File: config.mk
export PLATFORM = sky130hd
export DESIGN_NAME = id_ex_stage_flat
export DESIGN_NICKNAME = d
export VERILOG_FILES = /design/src/rtl/id_ex_stage_if.sv /design/src/rtl/id_ex_stage.sv /design/src/flat_wrapper.sv
export SDC_FILE = /design/constraint.sdc
export NUM_CORES = 1
export LEC_CHECK = 0
export CORE_ASPECT_RATIO = 0.6
export CORE_MARGIN = 4
export CORE_UTILIZATION = 44
export DETAILED_ROUTE_END_ITERATION = 10
export MAX_ROUTING_LAYER = met4
export PLACE_DENSITY = 0.92
export SETUP_SLACK_MARGIN = 0.3
export SYNTH_ARGS = -nofsm -noshare
export SYNTH_HDL_FRONTEND = slang
export SYNTH_SLANG_ARGS = --single-unit
File: constraint.sdc
create_clock -name CLK -period 15 [get_ports CLK]
set_input_delay 3 -clock CLK [delete_from_list [all_inputs] [get_ports CLK]]
set_output_delay 3 -clock CLK [all_outputs]
set_load 0.03 [all_outputs]
File: src/rtl/id_ex_stage_if.sv
// Decode-to-execute bundle for the ID/EX stage: decoded fields and controls in,
// forwarding sources in, ALU operands and registered EX controls out.
interface id_ex_stage_if #(
  parameter int DATA_WIDTH     = 32,
  parameter int REG_ADDR_WIDTH = 5
);
  logic                      ID_VALID;
  logic [DATA_WIDTH-1:0]     ID_RS_DATA;
  logic [DATA_WIDTH-1:0]     ID_RT_DATA;
  logic [DATA_WIDTH-1:0]     ID_IMM;
  logic [REG_ADDR_WIDTH-1:0] ID_RS;
  logic [REG_ADDR_WIDTH-1:0] ID_RT;
  logic [REG_ADDR_WIDTH-1:0] ID_RD;
  logic [2:0]                ID_ALU_CONTROL;
  logic                      ID_ALU_SRC;
  logic                      ID_REG_DST;
  logic                      ID_REG_WRITE;
  logic                      ID_MEM_READ;
  logic                      ID_MEM_WRITE;
  logic                      ID_MEM_TO_REG;
  logic                      FLUSH;
  logic                      EXMEM_REG_WRITE;
  logic [REG_ADDR_WIDTH-1:0] EXMEM_RD;
  logic [DATA_WIDTH-1:0]     EXMEM_RESULT;
  logic                      MEMWB_REG_WRITE;
  logic [REG_ADDR_WIDTH-1:0] MEMWB_RD;
  logic [DATA_WIDTH-1:0]     MEMWB_RESULT;
  logic                      STALL;
  logic [DATA_WIDTH-1:0]     ALU_INPUT_1;
  logic [DATA_WIDTH-1:0]     ALU_INPUT_2;
  logic [2:0]                ALU_CONTROL;
  logic [DATA_WIDTH-1:0]     EX_STORE_DATA;
  logic [REG_ADDR_WIDTH-1:0] EX_WRITE_REG;
  logic                      EX_VALID;
  logic                      EX_REG_WRITE;
  logic                      EX_MEM_READ;
  logic                      EX_MEM_WRITE;
  logic                      EX_MEM_TO_REG;

  modport slave (
    input  ID_VALID, ID_RS_DATA, ID_RT_DATA, ID_IMM, ID_RS, ID_RT, ID_RD,
           ID_ALU_CONTROL, ID_ALU_SRC, ID_REG_DST, ID_REG_WRITE, ID_MEM_READ,
           ID_MEM_WRITE, ID_MEM_TO_REG, FLUSH,
           EXMEM_REG_WRITE, EXMEM_RD, EXMEM_RESULT,
           MEMWB_REG_WRITE, MEMWB_RD, MEMWB_RESULT,
    output STALL, ALU_INPUT_1, ALU_INPUT_2, ALU_CONTROL, EX_STORE_DATA,
           EX_WRITE_REG, EX_VALID, EX_REG_WRITE, EX_MEM_READ, EX_MEM_WRITE,
           EX_MEM_TO_REG
  );

  modport master (
    output ID_VALID, ID_RS_DATA, ID_RT_DATA, ID_IMM, ID_RS, ID_RT, ID_RD,
           ID_ALU_CONTROL, ID_ALU_SRC, ID_REG_DST, ID_REG_WRITE, ID_MEM_READ,
           ID_MEM_WRITE, ID_MEM_TO_REG, FLUSH,
           EXMEM_REG_WRITE, EXMEM_RD, EXMEM_RESULT,
           MEMWB_REG_WRITE, MEMWB_RD, MEMWB_RESULT,
    input  STALL, ALU_INPUT_1, ALU_INPUT_2, ALU_CONTROL, EX_STORE_DATA,
           EX_WRITE_REG, EX_VALID, EX_REG_WRITE, EX_MEM_READ, EX_MEM_WRITE,
           EX_MEM_TO_REG
  );
endinterface

File: src/rtl/id_ex_stage.sv
// ID/EX pipeline register with EX/MEM and MEM/WB operand forwarding and
// load-use hazard detection (one-cycle stall plus bubble into EX).
module id_ex_stage #(
  parameter int DATA_WIDTH     = 32,
  parameter int REG_ADDR_WIDTH = 5
) (
  input logic          CLK,
  input logic          RESET,
  id_ex_stage_if.slave bus
);

  logic signed [DATA_WIDTH-1:0] r_rs_data_p1;
  logic signed [DATA_WIDTH-1:0] r_rt_data_p1;
  logic signed [DATA_WIDTH-1:0] r_imm_p1;
  logic [REG_ADDR_WIDTH-1:0]    r_rs_p1;
  logic [REG_ADDR_WIDTH-1:0]    r_rt_p1;
  logic [REG_ADDR_WIDTH-1:0]    r_write_reg_p1;
  logic [2:0]                   r_alu_control_p1;
  logic                         r_alu_src_p1;
  logic                         r_vld_p1;
  logic                         r_reg_write_p1;
  logic                         r_mem_read_p1;
  logic                         r_mem_write_p1;
  logic                         r_mem_to_reg_p1;

  logic                         w_stall;
  logic                         w_load;
  logic                         w_ctl_en;
  logic signed [DATA_WIDTH-1:0] w_opnd_a;
  logic signed [DATA_WIDTH-1:0] w_opnd_b;

  // $0 is hard-wired, so a write to it must never be forwarded.
  function automatic logic [DATA_WIDTH-1:0] fwd(
    input logic [REG_ADDR_WIDTH-1:0] src,
    input logic [DATA_WIDTH-1:0]     latched,
    input logic                      em_we,
    input logic [REG_ADDR_WIDTH-1:0] em_rd,
    input logic [DATA_WIDTH-1:0]     em_res,
    input logic                      mw_we,
    input logic [REG_ADDR_WIDTH-1:0] mw_rd,
    input logic [DATA_WIDTH-1:0]     mw_res
  );
    if (em_we && (em_rd != '0) && (em_rd == src))      return em_res;
    else if (mw_we && (mw_rd != '0) && (mw_rd == src)) return mw_res;
    else                                               return latched;
  endfunction

  // Load-use hazard: rs and rt are both compared even when rt is not a source.
  assign w_stall = !RESET && r_vld_p1 && r_mem_read_p1 && bus.ID_VALID &&
                   (r_write_reg_p1 != '0) &&
                   ((r_write_reg_p1 == bus.ID_RS) || (r_write_reg_p1 == bus.ID_RT));
  assign w_load   = !bus.FLUSH && !w_stall;
  assign w_ctl_en = w_load && bus.ID_VALID;

  // ---- ID -> EX register (p1) ----
  always_ff @(posedge CLK or posedge RESET) begin
    if (RESET) begin
      r_vld_p1         <= 1'b0;
      r_reg_write_p1   <= 1'b0;
      r_mem_read_p1    <= 1'b0;
      r_mem_write_p1   <= 1'b0;
      r_mem_to_reg_p1  <= 1'b0;
      r_alu_src_p1     <= 1'b0;
      r_alu_control_p1 <= 3'b000;
      r_write_reg_p1   <= '0;
      r_rs_p1          <= '0;
      r_rt_p1          <= '0;
      r_rs_data_p1     <= '0;
      r_rt_data_p1     <= '0;
      r_imm_p1         <= '0;
    end else begin
      r_vld_p1         <= w_load && bus.ID_VALID;
      r_reg_write_p1   <= w_ctl_en && bus.ID_REG_WRITE;
      r_mem_read_p1    <= w_ctl_en && bus.ID_MEM_READ;
      r_mem_write_p1   <= w_ctl_en && bus.ID_MEM_WRITE;
      r_mem_to_reg_p1  <= w_ctl_en && bus.ID_MEM_TO_REG;
      r_alu_src_p1     <= w_load && bus.ID_ALU_SRC;
      r_alu_control_p1 <= w_load ? bus.ID_ALU_CONTROL : 3'b000;
      r_write_reg_p1   <= !w_load ? '0 : (bus.ID_REG_DST ? bus.ID_RD : bus.ID_RT);
      r_rs_p1          <= w_load ? bus.ID_RS : '0;
      r_rt_p1          <= w_load ? bus.ID_RT : '0;
      r_rs_data_p1     <= w_load ? bus.ID_RS_DATA : '0;
      r_rt_data_p1     <= w_load ? bus.ID_RT_DATA : '0;
      r_imm_p1         <= w_load ? bus.ID_IMM : '0;
    end
  end

  // ---- EX operand select (combinational from p1) ----
  assign w_opnd_a = fwd(r_rs_p1, r_rs_data_p1,
                        bus.EXMEM_REG_WRITE, bus.EXMEM_RD, bus.EXMEM_RESULT,
                        bus.MEMWB_REG_WRITE, bus.MEMWB_RD, bus.MEMWB_RESULT);
  assign w_opnd_b = fwd(r_rt_p1, r_rt_data_p1,
                        bus.EXMEM_REG_WRITE, bus.EXMEM_RD, bus.EXMEM_RESULT,
                        bus.MEMWB_REG_WRITE, bus.MEMWB_RD, bus.MEMWB_RESULT);

  assign bus.STALL         = w_stall;
  assign bus.ALU_INPUT_1   = w_opnd_a;
  assign bus.ALU_INPUT_2   = r_alu_src_p1 ? r_imm_p1 : w_opnd_b;
  assign bus.EX_STORE_DATA = w_opnd_b;
  assign bus.ALU_CONTROL   = r_alu_control_p1;
  assign bus.EX_WRITE_REG  = r_write_reg_p1;
  assign bus.EX_VALID      = r_vld_p1;
  assign bus.EX_REG_WRITE  = r_reg_write_p1;
  assign bus.EX_MEM_READ   = r_mem_read_p1;
  assign bus.EX_MEM_WRITE  = r_mem_write_p1;
  assign bus.EX_MEM_TO_REG = r_mem_to_reg_p1;

endmodule

File: src/flat_wrapper.sv
// flat-port wrapper written by rule: the top's interface ports become plain ports
module id_ex_stage_flat 
#(
  parameter int DATA_WIDTH     = 32,
  parameter int REG_ADDR_WIDTH = 5
)
  (CLK, RESET, bus_ID_VALID, bus_ID_RS_DATA, bus_ID_RT_DATA, bus_ID_IMM, bus_ID_RS, bus_ID_RT, bus_ID_RD, bus_ID_ALU_CONTROL, bus_ID_ALU_SRC, bus_ID_REG_DST, bus_ID_REG_WRITE, bus_ID_MEM_READ, bus_ID_MEM_WRITE, bus_ID_MEM_TO_REG, bus_FLUSH, bus_EXMEM_REG_WRITE, bus_EXMEM_RD, bus_EXMEM_RESULT, bus_MEMWB_REG_WRITE, bus_MEMWB_RD, bus_MEMWB_RESULT, bus_STALL, bus_ALU_INPUT_1, bus_ALU_INPUT_2, bus_ALU_CONTROL, bus_EX_STORE_DATA, bus_EX_WRITE_REG, bus_EX_VALID, bus_EX_REG_WRITE, bus_EX_MEM_READ, bus_EX_MEM_WRITE, bus_EX_MEM_TO_REG);
  id_ex_stage_if #(.DATA_WIDTH(DATA_WIDTH), .REG_ADDR_WIDTH(REG_ADDR_WIDTH)) bus_i ();
  input logic CLK;
  input logic RESET;
  input wire logic [$bits(bus_i.ID_VALID)-1:0] bus_ID_VALID;
  input wire logic [$bits(bus_i.ID_RS_DATA)-1:0] bus_ID_RS_DATA;
  input wire logic [$bits(bus_i.ID_RT_DATA)-1:0] bus_ID_RT_DATA;
  input wire logic [$bits(bus_i.ID_IMM)-1:0] bus_ID_IMM;
  input wire logic [$bits(bus_i.ID_RS)-1:0] bus_ID_RS;
  input wire logic [$bits(bus_i.ID_RT)-1:0] bus_ID_RT;
  input wire logic [$bits(bus_i.ID_RD)-1:0] bus_ID_RD;
  input wire logic [$bits(bus_i.ID_ALU_CONTROL)-1:0] bus_ID_ALU_CONTROL;
  input wire logic [$bits(bus_i.ID_ALU_SRC)-1:0] bus_ID_ALU_SRC;
  input wire logic [$bits(bus_i.ID_REG_DST)-1:0] bus_ID_REG_DST;
  input wire logic [$bits(bus_i.ID_REG_WRITE)-1:0] bus_ID_REG_WRITE;
  input wire logic [$bits(bus_i.ID_MEM_READ)-1:0] bus_ID_MEM_READ;
  input wire logic [$bits(bus_i.ID_MEM_WRITE)-1:0] bus_ID_MEM_WRITE;
  input wire logic [$bits(bus_i.ID_MEM_TO_REG)-1:0] bus_ID_MEM_TO_REG;
  input wire logic [$bits(bus_i.FLUSH)-1:0] bus_FLUSH;
  input wire logic [$bits(bus_i.EXMEM_REG_WRITE)-1:0] bus_EXMEM_REG_WRITE;
  input wire logic [$bits(bus_i.EXMEM_RD)-1:0] bus_EXMEM_RD;
  input wire logic [$bits(bus_i.EXMEM_RESULT)-1:0] bus_EXMEM_RESULT;
  input wire logic [$bits(bus_i.MEMWB_REG_WRITE)-1:0] bus_MEMWB_REG_WRITE;
  input wire logic [$bits(bus_i.MEMWB_RD)-1:0] bus_MEMWB_RD;
  input wire logic [$bits(bus_i.MEMWB_RESULT)-1:0] bus_MEMWB_RESULT;
  output wire logic [$bits(bus_i.STALL)-1:0] bus_STALL;
  output wire logic [$bits(bus_i.ALU_INPUT_1)-1:0] bus_ALU_INPUT_1;
  output wire logic [$bits(bus_i.ALU_INPUT_2)-1:0] bus_ALU_INPUT_2;
  output wire logic [$bits(bus_i.ALU_CONTROL)-1:0] bus_ALU_CONTROL;
  output wire logic [$bits(bus_i.EX_STORE_DATA)-1:0] bus_EX_STORE_DATA;
  output wire logic [$bits(bus_i.EX_WRITE_REG)-1:0] bus_EX_WRITE_REG;
  output wire logic [$bits(bus_i.EX_VALID)-1:0] bus_EX_VALID;
  output wire logic [$bits(bus_i.EX_REG_WRITE)-1:0] bus_EX_REG_WRITE;
  output wire logic [$bits(bus_i.EX_MEM_READ)-1:0] bus_EX_MEM_READ;
  output wire logic [$bits(bus_i.EX_MEM_WRITE)-1:0] bus_EX_MEM_WRITE;
  output wire logic [$bits(bus_i.EX_MEM_TO_REG)-1:0] bus_EX_MEM_TO_REG;
  assign bus_i.ID_VALID = bus_ID_VALID;
  assign bus_i.ID_RS_DATA = bus_ID_RS_DATA;
  assign bus_i.ID_RT_DATA = bus_ID_RT_DATA;
  assign bus_i.ID_IMM = bus_ID_IMM;
  assign bus_i.ID_RS = bus_ID_RS;
  assign bus_i.ID_RT = bus_ID_RT;
  assign bus_i.ID_RD = bus_ID_RD;
  assign bus_i.ID_ALU_CONTROL = bus_ID_ALU_CONTROL;
  assign bus_i.ID_ALU_SRC = bus_ID_ALU_SRC;
  assign bus_i.ID_REG_DST = bus_ID_REG_DST;
  assign bus_i.ID_REG_WRITE = bus_ID_REG_WRITE;
  assign bus_i.ID_MEM_READ = bus_ID_MEM_READ;
  assign bus_i.ID_MEM_WRITE = bus_ID_MEM_WRITE;
  assign bus_i.ID_MEM_TO_REG = bus_ID_MEM_TO_REG;
  assign bus_i.FLUSH = bus_FLUSH;
  assign bus_i.EXMEM_REG_WRITE = bus_EXMEM_REG_WRITE;
  assign bus_i.EXMEM_RD = bus_EXMEM_RD;
  assign bus_i.EXMEM_RESULT = bus_EXMEM_RESULT;
  assign bus_i.MEMWB_REG_WRITE = bus_MEMWB_REG_WRITE;
  assign bus_i.MEMWB_RD = bus_MEMWB_RD;
  assign bus_i.MEMWB_RESULT = bus_MEMWB_RESULT;
  assign bus_STALL = bus_i.STALL;
  assign bus_ALU_INPUT_1 = bus_i.ALU_INPUT_1;
  assign bus_ALU_INPUT_2 = bus_i.ALU_INPUT_2;
  assign bus_ALU_CONTROL = bus_i.ALU_CONTROL;
  assign bus_EX_STORE_DATA = bus_i.EX_STORE_DATA;
  assign bus_EX_WRITE_REG = bus_i.EX_WRITE_REG;
  assign bus_EX_VALID = bus_i.EX_VALID;
  assign bus_EX_REG_WRITE = bus_i.EX_REG_WRITE;
  assign bus_EX_MEM_READ = bus_i.EX_MEM_READ;
  assign bus_EX_MEM_WRITE = bus_i.EX_MEM_WRITE;
  assign bus_EX_MEM_TO_REG = bus_i.EX_MEM_TO_REG;
  id_ex_stage #(.DATA_WIDTH(DATA_WIDTH), .REG_ADDR_WIDTH(REG_ADDR_WIDTH)) u_core (.CLK(CLK), .RESET(RESET), .bus(bus_i));
endmodule
Fig. 1: local utilization
The die is cut into 16 by 10 equal tiles; white is low, dark blue is high, 0 to 100% covered.
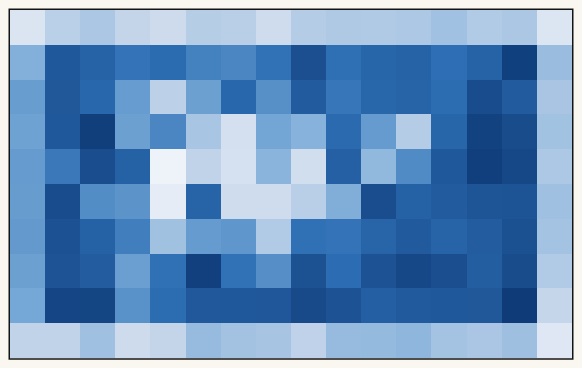
emptiest ninth of the die: centre
mean over tiles: 60%
densest ninth of the die: middle right
fullest tile: 95%
tiles over 75% full: 41%
core footprint: 13900 um2
FP Util: 45.7%
Core Util, Final: 72.8%

Fig. 2: drive-strength map
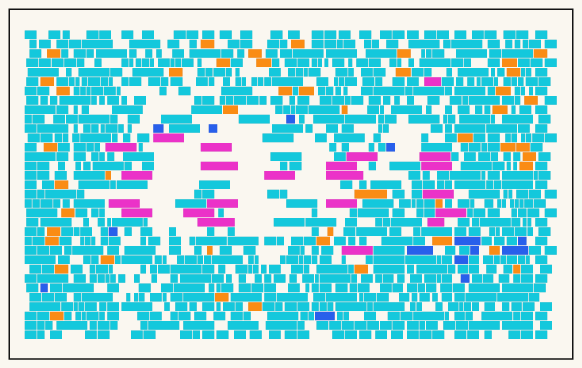
[orange] _2 cells | cells: 46 | share: 4.9%
[blue] _3 and _4 cells | cells: 14 | share: 1.5%
[magenta] _6 and larger | cells: 22 | share: 2.4%
[cyan] _0 and _1 cells | cells: 854 | share: 91%
post-route cell area: 10100 um2
Non-Clock Buffer Count: 315
Setup WS post-layout: 4.88 ns
area delta synth->final: 59.1%

Fig. 3: cell placement
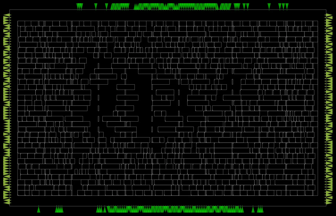
tap cells: 192
row count: 33
seq_cells: 120
FILL cells: 1002
fraction of area in registers: 29.8%

==> run_results.csv <==
group,metric,value,unit
worst_setup_path,crit_chain,"clkdlybuf4s50_1 -> or4_1 -> o211ai_4 -> or2_2 -> a31oi_1 -> mux2_2 -> clkdlybuf4s50_1",
hold_path,min_path_cells,4,
drt,top_layer,"met4",
synthesis,common_cells,"120 x dfrtp_1, 115 x and2_1, 44 x nor2_1",
final_layout,nets,1126,
hold_path,hp-start,"u_core.bus.EX_VALID",
final_layout,regArea,3000,um2
synthesis,yosys_warnings,0,
clock_network,path_clk_slew,0.06,ns
drt,final_antenna_net_count,0,
worst_setup_path,cp-startpoint,"bus_EXMEM_RD[0]",
final_layout,sh_comb_area,29.9,%
worst_setup_path,regToRegSetupSlack,12.43,ns
sta,finalMaxSlewViolations,0,
global_route,grt_use_total,27.6,%
outcome,status,"finished, final reports clean",
final_layout,nonClkBufAreaFrac,31.1,%
drt,first_pass_iters,5,
final_layout,final-clk-cell-share,5.78,%
global_route,grt_pass1_vias,6189,
synthesis,ys_sh_simple,21.8,%
synthesis,synth_stat.cells,642,
worst_setup_path,r2r-end,"u_core.r_rt_data_p1[9]",
final_layout,layout.cells.most_common,"clkdlybuf4s50_1",
global_route,grt_pass1_wl,34.3,mm
floorplan,die_area,16500,um2
global_route,grt_use_met3,6.46,%
Fig. 4: a small window of the routed layout
Region (112, 66) to (132, 86) um. Cells in grey, sequential cells in the stronger grey; small squares are vias.
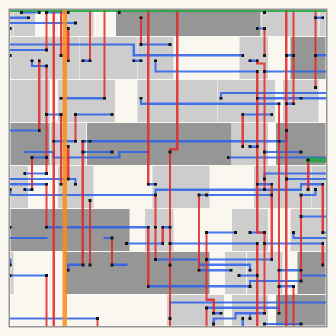
[green] metal 3
[red] metal 2
[blue] metal 1
[orange] metal 4
most frequent: clkdlybuf4s50_1 (8), and2_1 (7), dfrtp_1 (4)
netlist names of flops here include: u_core.r_rt_data_p1 (3), u_core.r_rs_data_p1 (1)
sequential cells in the window: 4
cells with their middle in the window: 29

Fig. 5: pin map
Scale bar: 50 um. Pins as bars across the die edge, other pins in grey.
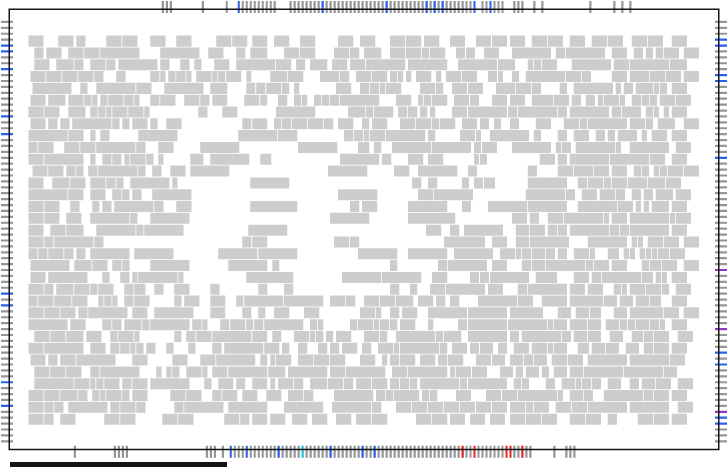
[red] bus_ID_RT | pins: 5 | direction: input | edge: bottom
[purple] bus_ID_ALU_CONTROL | pins: 3 | direction: input | edge: right
[blue] bus_ALU_INPUT_1 | pins: 32 | direction: output | edge: 9 left, 9 right, 8 top, 6 bottom
[cyan] bus_EX_REG_WRITE | pins: 1 | direction: output | edge: bottom
Die Span Y: 101 um
DIE WIDTH: 163 um
port buffer count: 309

==> stage by stage <==
step	total power, uW	worst slack [ns]	area [um2]	utilization, %
2_1_floorplan	465	5.49	6340	-
3_3_place_gp	582	5.07	9510	68.6
3_5_place_dp	585	4.95	9510	68.6
4_1_cts	997	4.93	10100	72.8
5_1_grt	1030	4.73	10100	72.8
6_report	991	4.88	10100	72.8
==> report_power, final <==
part	switching (uW)	total [uW]	internal, uW
Combinational	117	231	115
Sequential	8.92	349	340
Clock	144	411	267
Total	270	991	722
==> worst reg2reg max path, cell delays in order, from the launching register on <==
cell and delay [ns]:
dfrtp_1 0.43, xnor2_1 0.15, nand3_1 0.09, o22ai_1 0.19, a21oi_4 0.76, buf_4 0.64, and2_1 0.25
Power and IR drop assume default switching activity.
